===== src/rtl/imem_loader.sv =====
// Instruction-memory loader: turns a framed host byte stream (length, payload, XOR checksum)
// into one-cycle imem write pulses and holds the CPU until the frame checks out.
module imem_loader #(
  parameter int ADDR_W = 8
) (
  input  logic              clk,
  input  logic              reset,
  input  logic              start,
  input  logic              in_valid,
  output logic              in_ready,
  input  logic [7:0]        in_data,
  output logic              we,
  output logic [ADDR_W-1:0] waddr,
  output logic [31:0]       wdata,
  output logic              cpu_hold,
  output logic              done,
  output logic              err
);

  typedef enum logic [2:0] {
    S_IDLE, S_LEN0, S_LEN1, S_DATA, S_CHK, S_DONE, S_ERR
  } state_e;

  localparam logic [16:0] MAX_WORDS = 17'(2 ** ADDR_W);

  state_e              state_q, state_d;
  logic [15:0]         len_q, len_d;
  logic [ADDR_W:0]     word_cnt_q, word_cnt_d;
  logic [1:0]          byte_idx_q, byte_idx_d;
  logic [23:0]         asm_q, asm_d;
  logic [7:0]          chk_q, chk_d;
  logic                we_q, we_d;
  logic [ADDR_W-1:0]   waddr_q, waddr_d;
  logic [31:0]         wdata_q, wdata_d;
  logic                hold_q, hold_d;
  logic                done_q, done_d;
  logic                err_q, err_d;

  logic                accept;
  logic [15:0]         len_full;
  logic [16:0]         words_after;

  assign in_ready = (state_q == S_LEN0) || (state_q == S_LEN1) ||
                    (state_q == S_DATA) || (state_q == S_CHK);
  assign accept   = in_valid && in_ready;

  // Length as it stands once the high byte is accepted, and the word count after the current word.
  assign len_full    = {in_data, len_q[7:0]};
  assign words_after = 17'(word_cnt_q) + 17'd1;

  always_comb begin
    // NOTE: every _d starts from its _q so no path through the case leaves a value unassigned,
    // which would otherwise infer a latch.
    state_d    = state_q;
    len_d      = len_q;
    word_cnt_d = word_cnt_q;
    byte_idx_d = byte_idx_q;
    asm_d      = asm_q;
    chk_d      = chk_q;
    we_d       = 1'b0;
    waddr_d    = waddr_q;
    wdata_d    = wdata_q;
    hold_d     = hold_q;
    done_d     = done_q;
    err_d      = err_q;

    case (state_q)
      S_IDLE, S_DONE, S_ERR: begin
        if (start) begin
          state_d    = S_LEN0;
          hold_d     = 1'b1;
          done_d     = 1'b0;
          err_d      = 1'b0;
          len_d      = '0;
          word_cnt_d = '0;
          byte_idx_d = '0;
          asm_d      = '0;
          chk_d      = '0;
        end
      end

      S_LEN0: begin
        if (accept) begin
          len_d[7:0] = in_data;
          state_d    = S_LEN1;
        end
      end

      S_LEN1: begin
        if (accept) begin
          len_d = len_full;
          if ((len_full == 16'd0) || ({1'b0, len_full} > MAX_WORDS)) begin
            state_d = S_ERR;
            err_d   = 1'b1;
          end else begin
            state_d    = S_DATA;
            word_cnt_d = '0;
            byte_idx_d = '0;
          end
        end
      end

      S_DATA: begin
        if (accept) begin
          chk_d      = chk_q ^ in_data;
          byte_idx_d = byte_idx_q + 2'd1;
          if (byte_idx_q == 2'd3) begin
            // Fourth byte completes the word; bytes arrive little-endian.
            we_d       = 1'b1;
            waddr_d    = word_cnt_q[ADDR_W-1:0];
            wdata_d    = {in_data, asm_q};
            word_cnt_d = word_cnt_q + (ADDR_W + 1)'(1);
            if (words_after == {1'b0, len_q}) state_d = S_CHK;
          end else begin
            asm_d = {in_data, asm_q[23:8]};
          end
        end
      end

      S_CHK: begin
        if (accept) begin
          if (in_data == chk_q) begin
            state_d = S_DONE;
            done_d  = 1'b1;
            hold_d  = 1'b0;
          end else begin
            state_d = S_ERR;
            err_d   = 1'b1;
          end
        end
      end

      default: state_d = S_IDLE;
    endcase
  end

  // NOTE: state is updated with non-blocking assignments so every flop samples pre-edge values.
  always_ff @(posedge clk or posedge reset) begin
    if (reset) begin
      state_q    <= S_IDLE;
      len_q      <= '0;
      word_cnt_q <= '0;
      byte_idx_q <= '0;
      asm_q      <= '0;
      chk_q      <= '0;
      we_q       <= 1'b0;
      waddr_q    <= '0;
      wdata_q    <= '0;
      hold_q     <= 1'b0;
      done_q     <= 1'b0;
      err_q      <= 1'b0;
    end else begin
      state_q    <= state_d;
      len_q      <= len_d;
      word_cnt_q <= word_cnt_d;
      byte_idx_q <= byte_idx_d;
      asm_q      <= asm_d;
      chk_q      <= chk_d;
      we_q       <= we_d;
      waddr_q    <= waddr_d;
      wdata_q    <= wdata_d;
      hold_q     <= hold_d;
      done_q     <= done_d;
      err_q      <= err_d;
    end
  end

  assign we       = we_q;
  assign waddr    = waddr_q;
  assign wdata    = wdata_q;
  assign cpu_hold = hold_q;
  assign done     = done_q;
  assign err      = err_q;

endmodule


===== config.mk =====
export PLATFORM = sky130hd
export DESIGN_NAME = imem_loader
export DESIGN_NICKNAME = d
export VERILOG_FILES = /design/src/rtl/imem_loader.sv
export SDC_FILE = /design/constraint.sdc
export NUM_CORES = 1
export LEC_CHECK = 0
export ABC_AREA = 1
export CAP_MARGIN = 15
export CORE_AREA = 8 8 118 120
export CTS_CLUSTER_DIAMETER = 60
export CTS_CLUSTER_SIZE = 40
export DETAILED_ROUTE_END_ITERATION = 10
export DIE_AREA = 0 0 126 128
export PLACE_DENSITY = 0.63
export SYNTH_ARGS = -nofsm -noshare
export SYNTH_HDL_FRONTEND = slang
export SYNTH_SLANG_ARGS = --single-unit

===== constraint.sdc =====
create_clock -name clk -period 6.9 [get_ports clk]
set_input_delay 1.38 -clock clk [delete_from_list [all_inputs] [get_ports clk]]
set_output_delay 1.38 -clock clk [all_outputs]
set_load 0.02 [all_outputs]

==> summary.txt, run 1 <==
Observations from the implementation run.

Critical path:
- The run gives the launch point of the critical path as state_q[2].
- The worst setup path is launched from a flop.
- For reference, the critical path is captured by in_ready.
- The slowest stage of the critical path is the sky130_fd_sc_hd__clkdlybuf4s50_1 cell.
- The report lists the cells along the critical path as inv_2 -> nor3_1 -> inv_1 -> nand2_1 -> clkdlybuf4s50_1.
- For the worst setup path, the data required time is approximately 5.5 ns.
- STA lists the startpoint of the worst register-to-register path as state_q[2].
- The arrival time of data at the worst endpoint is listed as around 2.2 ns.
- The worst setup path is captured at an output pin.
- The run gives the maximum fanout along the worst path as 5.
- The run gives the endpoint of the worst-slack reg-to-reg timing path as asm_q[4].

STA:
- Measured against its own limit, the worst slew margin works out to a little under a third.
- The run gives the worst slack on hold paths as just under 0.5 ns.
- The run puts the final-report max-slew violation count at 0.
- The run puts the total count of hold-check failures in the final report at 0.
- Of the available clock period, the critical path in the final layout requires roughly 52%.
- The run gives the worst-case setup margin in the final layout as 3.34 ns.

Synth:
- Ranked by instance count, the synthesized netlist is headed by sky130_fd_sc_hd__nand2_1, sky130_fd_sc_hd__dfrtp_1, sky130_fd_sc_hd__inv_1.
- In the synthesized netlist the async set-or-reset flop fraction comes to 100%.
- Per the post-synthesis stats, the area per cell is about 8.6 sq um.
- The run puts the area of the mapped netlist at around 4700 sq um.
- For reference, the top logic cell family by area is simple AND/OR/NAND/NOR gates.
- The run gives the register bit total from synthesis as approximately 110.
- The synthesized design devotes to its leading area cell type a little under three fifths of total area.
- The run gives the synthesized netlist net count as ~570.
- The synthesized netlist handed to floorplanning was reported with a cell count of about 550.

GRT:
- The run gives the overall fraction of global-route tracks in use as 14.2%.
- The run puts the via count of the first global-routing pass at between 3k and 4k.
- The run gives the total congestion overflow after global routing as 0.

Drt:
- The run gives the violation count after the first detailed-routing iteration as 269.

Power:
- The run puts the power share of the combinational group at between 40% and 50%.
- Of the total power, the share spent switching nets is 40.6%.
- The run puts the power spent charging and discharging nets at just over 1 mW.

Min path:
- The startpoint identified for the worst hold timing path is wdata[7].
- The worst hold path belongs to the class flop to flop.

Clock network:
- The run puts the number of H-tree levels at 3.
- The run puts the clock transition time at the flip-flop clock pins of the worst setup and hold paths at roughly 0.07 ns.
- The run gives the clock latency on the worst-skew pair as 0.35 ns.
- In this run, CTS created clock tree buffers numbering 9.

Die:
- The run gives the overall chip area as ~16000 sq um.
- At the floorplan stage, the core utilization is reported as just under 40%.
- The run puts the count of pins on the block boundary at about 57.

Placed design:
- Counting tap cells, the placed design contains a total of about 740 instances.

Final layout:
- The post-route netlist has 5.27% of its cells at a drive strength greater than 1.
- The run gives the post-layout instance count excluding filler cells as 757.
- The run puts the cell area after layout at around 5700 sq um.

Outcome:
- The flow ran to the end, and the final reports show no timing, DRC or antenna violations.
[run 1: per-layer routing]
metal / wire (microns) / GRT usage, % / vias up
met4: 168 / 4.74 / 0
met5: 0 / 0 / -
met3: 675 / 4.16 / 17
met2: 5120 / 22.2 / 96
li1: - / - / 1890
met1: 4900 / 18.4 / 1812
[run 1: critical path, delay by kind of cell (launching register included)]
kind	cells	cell delay, ns
AND/OR/NAND/NOR	2	0.55
flip-flops	1	0.43
buffers and inverters	3	0.86
[run 1: cell usage in the layout, fill, tap and decap left out, types with 2 or more instances in the layout]
master                            instances
sky130_fd_sc_hd__inv_2                    3
sky130_fd_sc_hd__o21ai_0                 59
sky130_fd_sc_hd__clkbuf_8                 3
sky130_fd_sc_hd__nand4_1                  6
sky130_fd_sc_hd__clkbuf_16                9
sky130_fd_sc_hd__a21oi_1                  3
sky130_fd_sc_hd__nor2_2                   2
sky130_fd_sc_hd__nor2_1                  28
sky130_fd_sc_hd__inv_1                   70
sky130_fd_sc_hd__nand3_2                  2
sky130_fd_sc_hd__clkdlybuf4s50_1         56
sky130_fd_sc_hd__nor3_1                   6
sky130_fd_sc_hd__o31ai_1                 14
sky130_fd_sc_hd__dfrtp_1                106
sky130_fd_sc_hd__o22ai_1                 24
sky130_fd_sc_hd__ha_1                     2
sky130_fd_sc_hd__xnor2_1                  8
sky130_fd_sc_hd__o21ai_1                  4
sky130_fd_sc_hd__nand2_1                146
sky130_fd_sc_hd__nand3_1                 41
[run 1: power groups by stage]
| stage | clock network, mW | logic (mW) | registers, mW |
|---|---|---|---|
| after global routing | 0.540 | 1.24 | 0.965 |
| after global placement | 0 | 1.09 | 0.943 |
| after floorplan | 0 | 0.614 | 1.06 |
| after CTS | 0.519 | 1.11 | 0.939 |
| after detailed placement | 0 | 1.11 | 0.950 |
| final | 0.503 | 1.11 | 0.936 |
[run 1: cell type report]
| cell class | instances | area [sq um] | share of cell area, % |
|---|---|---|---|
| flip-flops and latches | 106 | 2650 | 46.3 |
| multi-input cells | 352 | 1720 | 29.9 |
| repair buffers | 59 | 593 | 10.4 |
| inverters | 74 | 280 | 4.89 |
| clock buffers | 13 | 270 | 4.72 |
| well taps | 150 | 188 | 3.28 |
| clock inverters | 3 | 28.8 | 0.502 |
[run 1: sequential cells by signal, indices dropped and copies added, names as in the netlist]
| register | count |
|---|---|
| wdata | 32 |
| asm_q | 24 |
| len_q | 16 |
| word_cnt_q | 9 |
| chk_q | 8 |
| waddr | 8 |
| state_q | 3 |
| byte_idx_q | 2 |
| cpu_hold | 1 |
| done | 1 |
| err | 1 |
| we | 1 |
[run 1: per-stage QoR]
stage	total power [mW]	util, %
6_report	2.55	46.9
5_1_grt	2.74	46.9
4_1_cts	2.57	46.7
3_5_place_dp	2.06	44.3
3_3_place_gp	2.03	44.3
2_1_floorplan	1.67	-
[run 1: cells by family (layout without fill, tap and decap cells)]
kind of cell	after synthesis	in the layout
AOI/OAI and AO/OA	108	108
and+or+nand+nor	234	234
DFF	106	106
xor gates and xnor gates	8	8
buffers and inverters	93	149
adders and majority gates	2	2
run_1/clock_wires.png
(4 px per micron)
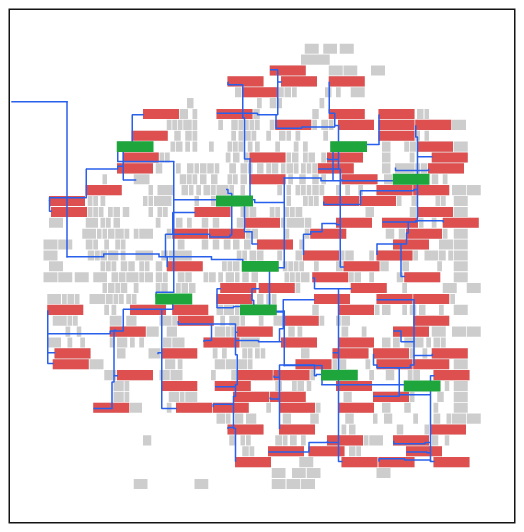
clock-net drivers: in green, count 9. flip-flops: in red, count 106. clock wires: in blue, length 1220 microns.
There are 10 routed clock nets.

run_1/floorplan.png
(4 px per micron) Pins as bars on the die edge.
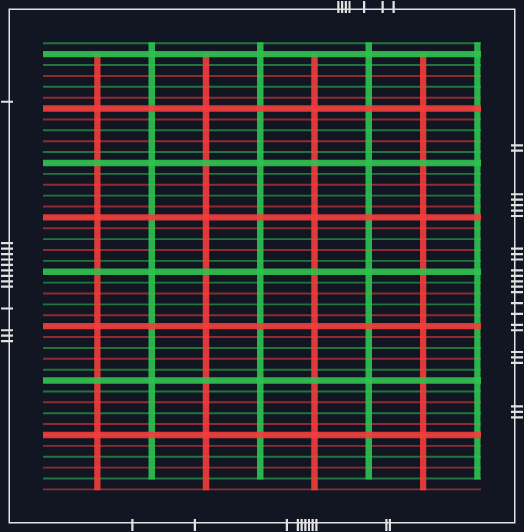
VSS: in red. VDD: in green.
42 met1 rails follow the rows. 57 signal pins sit on the boundary. 8 straps on met5.
Chip Width: 126 microns
placeable core area: 12200 sq um
VDD IR max: 202 uV
Chip Height: 128 microns

run_1/congestion_map.png
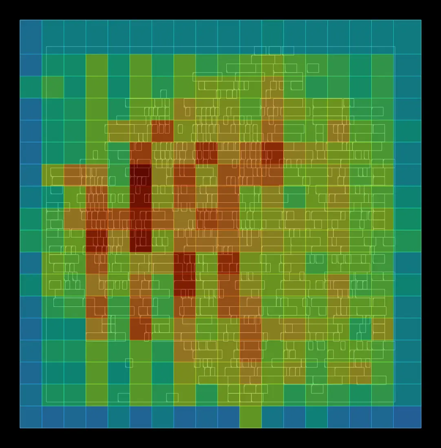
Avg WL per Cell: 14.4 microns
GRT busiest layer: met2

run_1/util_map.png
(2 px per micron) 13 x 13 tiles, from white (low) to dark blue (high), 0 to 100% covered.
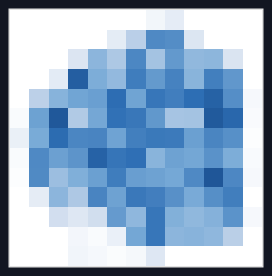

==> inputs of run 2 (changes only) <==
==> constraint.sdc (replaced) <==
create_clock -name clk -period 3.7 [get_ports clk]
set_input_delay 0.74 -clock clk [delete_from_list [all_inputs] [get_ports clk]]
set_output_delay 0.74 -clock clk [all_outputs]
set_load 0.02 [all_outputs]
run_2/util_map.png
(2 px per micron) 13 x 13 tiles, from white (low) to dark blue (high), 0 to 100% covered.
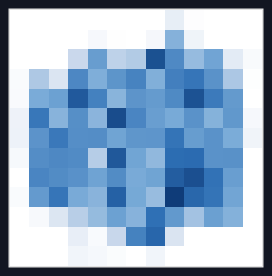
The fullest tile reaches 95%. The emptiest ninth of the die: north-west. The densest ninth of the die: centre. 7.7% of the tiles are over 75% full. 28% of the tiles are nearly empty. The mean over all tiles is 34%.
floorplan core density: 38.9%
share of the core filled with cells: 47.0%

==> run 2 against run 1 <==
Effect of this change:
- die size unchanged
- design area increased by 0.24%
- flip-flop count is the same
- critical path depth unchanged
- non-clock buffer count increased by 3
- worst hold slack improved by 0.0029 ns
- largest cell class unchanged
==> summary.txt, run 2 <==
Observations from the implementation run.

Outcome:
- The flow ran to the end, and the final reports show no timing, DRC or antenna violations.

Die:
- The run puts the core area at 12200 sq um.

Clock network:
- The skew report gives the latency at the later pin of the worst-skew pair as approximately 0.35 ns.
- In this run, CTS created clock tree buffers numbering 9.

Final layout:
- Leaving out filler cells and counting taps, the final layout contains about 760.
- The run gives the share of post-route cells with drive strength above 1 as ~5.7%.

STA:
- The run puts the worst-case setup margin in the final layout at 0.810 ns.
- The run gives the total count of hold-check failures in the final report as 0.
- The run puts the fraction of the cycle the final worst path needs at between 70% and 80%.
- The run puts the worst slack on hold paths at ~0.48 ns.

Critical path:
- Looking at the critical path, the highest net fanout was 5.

Synth:
- After technology mapping, the gate count stands at 551.
- The run gives the synthesized netlist net count as around 570.
- The synthesis run shows the most used standard cells to be sky130_fd_sc_hd__nand2_1, sky130_fd_sc_hd__dfrtp_1, sky130_fd_sc_hd__inv_1.
- The run gives the fraction of registers with async set or reset after synthesis as 100%.

GRT:
- The run gives the met2 track demand over resource in global routing as 23.5%.
- The run gives the peak-usage layer in the global routing report as met2.
- The run gives the via count of the first global-routing pass as 3863.

Drt:
- The detailed router finished its first iteration with approximately 350 violations.
- The run puts the detail-routed net length per standard cell at approximately 14 microns.

Power:
- The run gives the maximum VDD drop as between 400 and 500 uV.
[run 2: cell counts after synthesis]
Identical to the previous run, type by type.
[run 2: path summary, 6_finish.rpt]
path | startpoint | end | cells after the start
worst max-delay path | state_q[2] | in_ready | 5
worst min register to register | byte_idx_q[1] | byte_idx_q[1] | 2
worst max register to register | state_q[2] | asm_q[7] | 8
max in group asynchronous | reset | wdata[9] | 3
min in group asynchronous | reset | chk_q[5] | 2
worst min-delay path | byte_idx_q[1] | byte_idx_q[1] | 2
[run 2: stage by stage]
stage	util (%)	area, sq um	power (mW)
floorplan	-	4750	3.12
global placement	44.7	5450	3.84
detailed placement	44.7	5450	3.88
CTS	47.0	5740	4.83
global route	47.0	5740	5.14
finish	47.0	5740	4.78
[run 2: cells by family (layout without fill, tap and decap cells)]
family / after synthesis / count (layout) / synth area share [%]
AND/OR/NAND/NOR: 234 / 234 / 20.9
AND-OR/OR-AND: 108 / 108 / 13.2
flip-flops: 106 / 106 / 55.9
buffers and inverters: 93 / 152 / 8.01
XOR/XNOR: 8 / 8 / 1.48
adder cells (fa/ha/maj): 2 / 2 / 0.527
[run 2: cell type report]
type | count | area share [%]
clock buffer | 11 | 4.23
clock inverter | 5 | 0.784
inverter | 74 | 4.88
multi-input combinational | 352 | 29.9
sequential | 106 | 46.2
tap | 150 | 3.27
timing repair buffer | 62 | 10.8
[run 2: routing by layer]
layer | up-vias | routed length (microns)
met2 | 92 | 5140
met3 | 11 | 609
met4 | 0 | 125
li1 | 1909 | -
met5 | - | 0
met1 | 1812 | 5090
[run 2: power breakdown]
part / total, mW / switching [mW] / internal, mW
registers: 1.74 / 0.225 / 1.52
clock network: 0.929 / 0.442 / 0.488
logic: 2.11 / 1.30 / 0.807
[run 2: worst max-delay path, stage by stage, from the launching register on]
cell and delay, ns:
sky130_fd_sc_hd__dfrtp_1 0.44, sky130_fd_sc_hd__inv_2 0.10, sky130_fd_sc_hd__nor3_1 0.41, sky130_fd_sc_hd__inv_1 0.16, sky130_fd_sc_hd__nand2_1 0.09, sky130_fd_sc_hd__clkdlybuf4s50_1 0.61
run_2/congestion_map.png
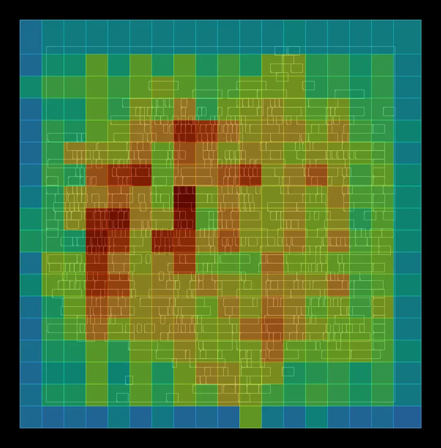

==> inputs of run 3 (changes only) <==
==> constraint.sdc (replaced) <==
create_clock -name clk -period 2.92 [get_ports clk]
set_input_delay 0.584 -clock clk [delete_from_list [all_inputs] [get_ports clk]]
set_output_delay 0.584 -clock clk [all_outputs]
set_load 0.02 [all_outputs]
run_3/congestion_map.png
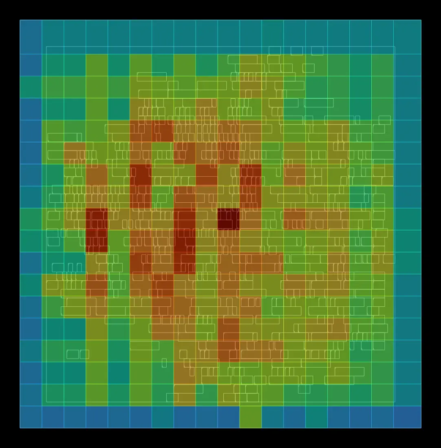
share of the core filled with cells: 47.3%
met2 routing resource usage after global routing: 21.6%
met3 global-route usage: 4.78%
Avg WL per Cell: 14.4 microns
aggregate global-route resource usage: 14.1%

==> run 3 against run 2 <==
Effect of this change:
- first-iteration DRC count is 2.8% higher
- core utilization is 0.29 points higher
- worst hold slack worse by 0.00089 ns
- synthesized cell count stayed put
- power is 28% higher
- non-clock buffer count is 1 higher
- clock-buffer cell count is 2 lower
- combinational power is 27% higher
- via count is 0.31% higher
- routed wire length is 0.21% higher
- clock skew is 0.0038 ns lower
- flip-flop count stayed put
- critical path type unchanged
- largest cell class unchanged
==> summary.txt, run 3 <==
Observations from the implementation run.

Outcome:
- The flow ran to the end, and the final reports show no timing, DRC or antenna violations.

Critical path:
- The run gives the launch point of the critical path as state_q[2].
- Of all nets on the critical path, the largest fanout is 5.
- STA classifies the critical path startpoint as a flop.
- The run gives the standard cell with the maximum stage delay on the critical path as sky130_fd_sc_hd__clkdlybuf4s50_1.
- The run puts the count of cells along the worst register-to-register path at 8.
- The OpenROAD report gives the critical path a required time of roughly 2.3 ns.
- The run gives the longest individual stage delay on the worst path as between 0.6 and 0.7 ns.
- The critical path goes through inv_2 -> nor3_1 -> buf_4 -> inv_1 -> nand2_1 -> clkdlybuf4s50_1.

Drt:
- The run gives the violation count after the first detailed-routing iteration as 361.

Final layout:
- Of the cells placed in the final design, the portion with a size suffix greater than 1 is approximately 6.1%.
- In the layout the commonest cells are sky130_fd_sc_hd__nand2_1, sky130_fd_sc_hd__dfrtp_1, sky130_fd_sc_hd__inv_1, sky130_fd_sc_hd__o21ai_0, sky130_fd_sc_hd__clkdlybuf4s50_1.
- By instance count after routing, the leading logic cell type is sky130_fd_sc_hd__nand2_1.

Die:
- In this run the vertical extent of the chip is between 100 and 150 microns.
- The total area inside the core boundary comes to 12200 sq um.

GRT:
- The run puts the total congestion overflow after global routing at 0.

Power:
- The run gives the power spent charging and discharging nets as between 2 and 2.5 mW.

Min path:
- STA lists the startpoint of the worst hold path as wdata[17].
- The run puts the number of cells on the worst hold path at 2.
- The path class of the tightest hold or removal check is flop to flop.

Synth:
- The run puts the post-synthesis instance total at between 500 and 600.
- The run gives the average footprint of a synthesized cell as around 8.6 sq um.

Clock network:
- The run puts the clock transition time at the flip-flop clock pins of the worst setup and hold paths at around 0.07 ns.

STA:
- The run puts the worst relative slew slack at between 50% and 60%.
## run 3: cell counts after synthesis
Identical to the previous run, type by type.
## run 3: how the worst max path moves through the flow
stage	endpoint	cells after the start	slack, ns
2_1_floorplan	asm_q[0]	1	1.06
3_3_place_gp	wdata[6]	9	0.48
3_5_place_dp	wdata[5]	9	0.43
4_1_cts	in_ready	6	0.39
5_1_grt	in_ready	6	0.31
6_report	in_ready	6	0.41
## run 3: kinds of logic after synthesis
| family | after synthesis | share of synthesized area [%] |
|---|---|---|
| AND/OR/NAND/NOR | 234 | 20.9 |
| XOR/XNOR | 8 | 1.48 |
| AND-OR/OR-AND | 108 | 13.2 |
| adder cells (fa/ha/maj) | 2 | 0.527 |
| flip-flops | 106 | 55.9 |
| buffers and inverters | 93 | 8.01 |
## run 3: layer usage
metal  vias up  part of all wire [%]  global-route usage, %
met4         0                   2.3                   5.66
met1      1793                    46                   18.0
met2       114                    45                   21.6
met3        21                   7.0                   4.78
met5         -                     0                      0
li1       1908                     -                      -
## run 3: worst register-to-register path: stages, from the launching register on
cell	delay, ns
sky130_fd_sc_hd__dfrtp_1	0.44
sky130_fd_sc_hd__inv_2	0.13
sky130_fd_sc_hd__nand3_2	0.25
sky130_fd_sc_hd__nor2_1	0.32
sky130_fd_sc_hd__inv_2	0.09
sky130_fd_sc_hd__nand2_1	0.10
sky130_fd_sc_hd__nand2_1	0.08
sky130_fd_sc_hd__a21oi_4	0.55
sky130_fd_sc_hd__o22ai_1	0.17
## run 3: cell type report
cell class              count  area, sq um
clock buffers               9          225
flip-flops and latches    106         2650
fillers                  1195         6430
inverters                  74          282
clock inverters             7         76.3
well taps                 150          188
repair buffers             63          638
multi-input cells         352         1720
## run 3: power by group through the flow
stage | Sequential [mW] | Clock [mW] | Combinational (mW)
after floorplan | 2.51 | 0 | 1.45
after global placement | 2.22 | 0 | 2.66
after detailed placement | 2.24 | 0 | 2.69
after CTS | 2.22 | 1.26 | 2.70
after global routing | 2.28 | 1.31 | 2.99
final | 2.21 | 1.22 | 2.68
## run 3: metrics by stage
stage	total power, mW	instance area [sq um]	cells	hold slack (ns)	setup WS, ns
floorplan	3.96	4750	551	0.446	1.06
finish	6.11	5780	761	0.484	0.405
global placement	4.88	5480	745	0.463	0.476
CTS	6.18	5780	761	0.492	0.385
detailed placement	4.94	5480	745	0.471	0.430
global route	6.57	5780	761	0.508	0.306
Power and IR drop assume default switching activity.
